$ cat src/rtl/fetch_pkg.sv
// fetch_pkg: shared widths, default reset PC and the buffered fetch entry type
package fetch_pkg;
  localparam int XLEN = 32;
  localparam int ILEN = 32;
  localparam logic [XLEN-1:0] RESET_PC_DEFAULT = 32'h0000_0000;
  typedef struct packed {
    logic [XLEN-1:0] addr;
    logic [ILEN-1:0] inst;
  } fetch_entry_t;
endpackage

$ cat src/rtl/fetch_fifo.sv
// fetch_fifo: synchronous FIFO with flush and occupancy count; DEPTH must be a power of two
module fetch_fifo #(
  parameter int W = 32,
  parameter int DEPTH = 4
) (
  input  logic                     clk,
  input  logic                     rst_n,
  input  logic                     flush,
  input  logic                     push,
  input  logic                     pop,
  input  logic [W-1:0]             wdata,
  output logic [W-1:0]             rdata,
  output logic [$clog2(DEPTH):0]   count
);
  localparam int AW = $clog2(DEPTH);
  localparam int CW = AW + 1;
  localparam logic [CW-1:0] FULL = CW'(DEPTH);
  logic [W-1:0] mem [DEPTH];
  logic [AW-1:0] wr_ptr, rd_ptr;
  logic do_push, do_pop;
  assign do_pop = pop && count != '0;
  assign do_push = push && (count != FULL || do_pop);
  assign rdata = mem[rd_ptr];
  always_ff @(posedge clk) begin
    if (do_push) mem[wr_ptr] <= wdata;
  end
  always_ff @(posedge clk) begin
    if (!rst_n || flush) begin
      wr_ptr <= '0;
      rd_ptr <= '0;
      count <= '0;
    end else begin
      wr_ptr <= wr_ptr + AW'(do_push);
      rd_ptr <= rd_ptr + AW'(do_pop);
      count <= count + CW'(do_push) - CW'(do_pop);
    end
  end
endmodule

$ cat src/rtl/inst_fetch.sv
// inst_fetch: PC, imem request/response tracking and decode queues; FETCH_MISALIGN_CHECK_EN halts on misaligned redirect
module inst_fetch
  import fetch_pkg::*;
#(
  parameter logic [XLEN-1:0] RESET_PC = RESET_PC_DEFAULT,
  parameter int DEPTH = 4
) (
  input  logic            clk,
  input  logic            rst_n,
  output logic            imem_req,
  output logic [XLEN-1:0] imem_addr,
  input  logic            imem_gnt,
  input  logic            imem_rvalid,
  input  logic [ILEN-1:0] imem_rdata,
  input  logic            redirect_valid,
  input  logic [XLEN-1:0] redirect_pc,
  output logic            inst_valid,
  input  logic            inst_ready,
  output logic [ILEN-1:0] inst,
  output logic [XLEN-1:0] inst_addr,
  output logic            fetch_err
);
  localparam int CW = $clog2(DEPTH) + 1;
  localparam int DW = 16;
  localparam logic [CW-1:0] FULL = CW'(DEPTH);
  logic [XLEN-1:0] fetch_pc, addr_head;
  logic [ILEN-1:0] data_head;
  logic [CW-1:0] a_cnt, d_cnt, pending;
  logic [DW-1:0] disc;
  logic grant, push_d, pop, misalign, err_q;
  fetch_entry_t head;
  assign pending = a_cnt - d_cnt;
`ifdef FETCH_MISALIGN_CHECK_EN
  assign misalign = redirect_valid && redirect_pc[1:0] != 2'b00;
`else
  assign misalign = 1'b0;
`endif
  assign fetch_err = err_q;
  assign imem_req = rst_n && a_cnt != FULL && !redirect_valid && !err_q;
  assign imem_addr = fetch_pc;
  assign grant = imem_req && imem_gnt;
  assign push_d = imem_rvalid && !redirect_valid && disc == '0 && pending != '0;
  assign inst_valid = d_cnt != '0;
  assign pop = inst_valid && inst_ready && !redirect_valid;
  assign head = '{addr: addr_head, inst: data_head};
  assign inst = inst_valid ? head.inst : '0;
  assign inst_addr = inst_valid ? head.addr : '0;
  // disc counts responses still owed to fetches flushed by earlier redirects
  always_ff @(posedge clk) begin
    if (!rst_n) begin
      fetch_pc <= RESET_PC;
      disc <= '0;
      err_q <= 1'b0;
    end else if (redirect_valid) begin
      fetch_pc <= misalign ? redirect_pc : {redirect_pc[XLEN-1:2], 2'b00};
      disc <= disc + DW'(pending) - DW'(imem_rvalid && (disc != '0 || pending != '0));
      err_q <= err_q | misalign;
    end else begin
      if (grant) fetch_pc <= fetch_pc + XLEN'(4);
      if (imem_rvalid && disc != '0) disc <= disc - DW'(1);
    end
  end
  fetch_fifo #(.W(XLEN), .DEPTH(DEPTH)) u_addr_q (
    .clk, .rst_n, .flush(redirect_valid), .push(grant), .pop,
    .wdata(fetch_pc), .rdata(addr_head), .count(a_cnt)
  );
  fetch_fifo #(.W(ILEN), .DEPTH(DEPTH)) u_data_q (
    .clk, .rst_n, .flush(redirect_valid), .push(push_d), .pop,
    .wdata(imem_rdata), .rdata(data_head), .count(d_cnt)
  );
endmodule

$ cat config.mk
export PLATFORM = sky130hd
export DESIGN_NAME = inst_fetch
export DESIGN_NICKNAME = d
export VERILOG_FILES = /design/src/rtl/fetch_pkg.sv /design/src/rtl/fetch_fifo.sv /design/src/rtl/inst_fetch.sv
export SDC_FILE = /design/constraint.sdc
export NUM_CORES = 1
export LEC_CHECK = 0
export CORE_MARGIN = 2
export CORE_UTILIZATION = 55
export DETAILED_ROUTE_END_ITERATION = 16
export PLACE_DENSITY = 0.85
export SLEW_MARGIN = 5
export SYNTH_ARGS = -nofsm -noshare
export SYNTH_HDL_FRONTEND = slang
export SYNTH_SLANG_ARGS = --single-unit
$ cat constraint.sdc
create_clock -name clk -period 8.3 [get_ports clk]
set_input_delay 2.49 -clock clk [delete_from_list [all_inputs] [get_ports clk]]
set_output_delay 2.49 -clock clk [all_outputs]
set_load 0.05 [all_outputs]
m1.png
Bar = 50 um. Supply wires on this layer in grey.
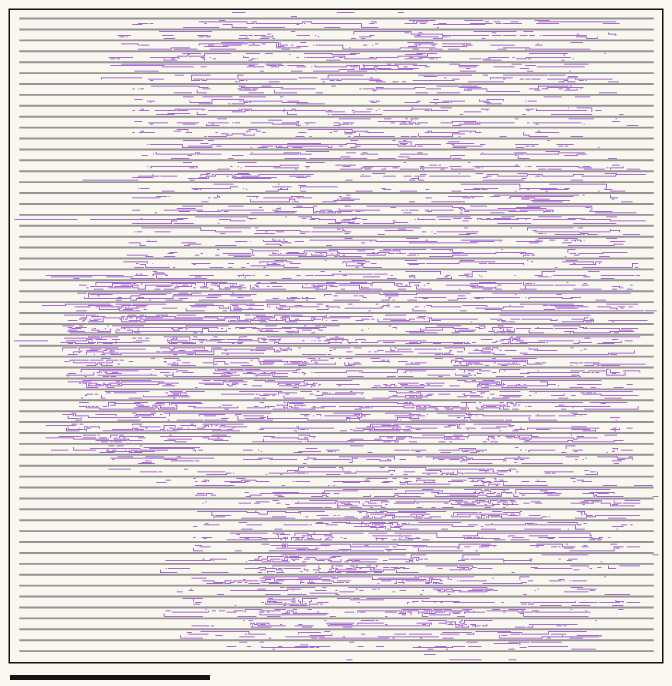
nets with wire on the layer: 1136
share of all routed wire: 40%

m2.png
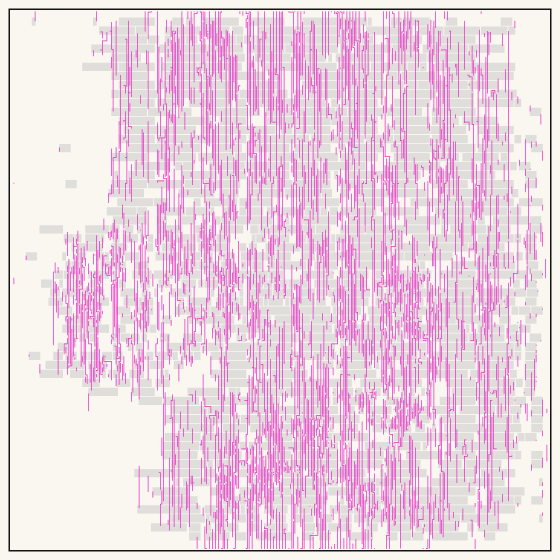
nets with wire on the layer: 1104
wire length on this layer: 15500 um
main direction: vertical

m3.png
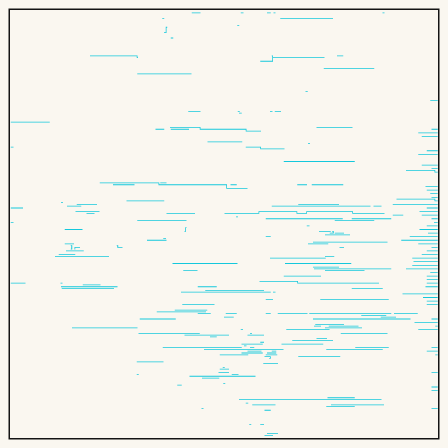
main direction: horizontal
share of all routed wire: 6.6%
wire length on this layer: 2020 um
longest straight run: 53.8 um
nets with wire on the layer: 152
drt total wl: 30600 um
via count: 8757
met3 Use GR: 0.0303

==> Slide: Implementation Results <==
Key Metrics from the Run

Setup path
  – Worst path depth: 4
  – CP Capture Type: output pin
  – Critical path origin: rst_n
  – Worst endpoint required time: 5.81 ns

Run status
  – Status: finished clean

Yosys
  – Yosys cell count: 970
  – Syn_area_per_cell: 14.3 um^2
  – Yosys aoi share: 0.0570
  – Post-synthesis cell area: 13800 um^2
  – Synth cell count leaders: edfxtp_1 (248), and2_1 (74), mux4_2 (62), dfxtp_1 (60), nor2_1 (58)
  – MUX area fraction: 0.106
  – XOR/XNOR Area Share: 0.0215
  – Synth flops: 308

Global route
  – Largest net degree at the start of global routing: 65
  – Initial antenna violation count: 1
  – Number of global-route vias before repair: 8642

Placement
  – DP HPWL: 19000 um
  – Buffers on Ports: 161

Clock tree
  – CTS Sinks: 308
  – Root buf cell: clkbuf_16
  – Maximum buffer depth of the clock tree: 3
  – Htree depth: 1

Power
  – Seq pwr share: 0.454
  – Comb pwr share: 0.210
  – Clk. pwr: 0.00130 W
  – NetSw: 0.00106 W
  – Total internal power: 0.00281 W

Timing
  – Clock skew: 0.0145 ns

Detailed routing
  – Met3 wire length: 2020 um
  – Met1 wire length: 12100 um
  – Final ANT Viol Nets: 0
  – Routed WL per cell: 20.6 um

Die
  – Core Util at FP: 0.554
  – I/O Pins: 169
  – Die Y: 163 um

Worst hold path
  – Hold Path Stages: 0
  – Hold Path End: u_addr_q.mem[2][30]$_DFFE_PP_

Final layout
  – Fraction of layout cells with a size suffix above 1: 0.123
  – Fin nets: 1254
-- area by class of cell --
type / count / area (um^2) / area share
clock inverter: 8 / 125 / 0.00748
sequential: 308 / 8650 / 0.517
multi-input combinational: 569 / 4840 / 0.289
tap: 330 / 413 / 0.0247
antenna: 1 / 2.50 / 0.000150
inverter: 51 / 191 / 0.0114
timing repair buffer: 174 / 1700 / 0.102
clock buffer: 46 / 810 / 0.0484
-- metrics by stage --
step | hold slack, ns | setup WS (ns) | instances | power, W
6_report | 0.572 | 1.36 | 1487 | 0.00387
5_1_grt | 0.587 | 1.28 | 1487 | 0.00403
4_1_cts | 0.562 | 1.38 | 1486 | 0.00387
3_5_place_dp | 0.557 | 1.38 | 1432 | 0.00258
3_3_place_gp | 0.544 | 1.39 | 1432 | 0.00256
2_1_floorplan | 0.525 | 2.46 | 974 | 0.00238
Power figures rest on the tool's default switching activity, not on a simulated workload.
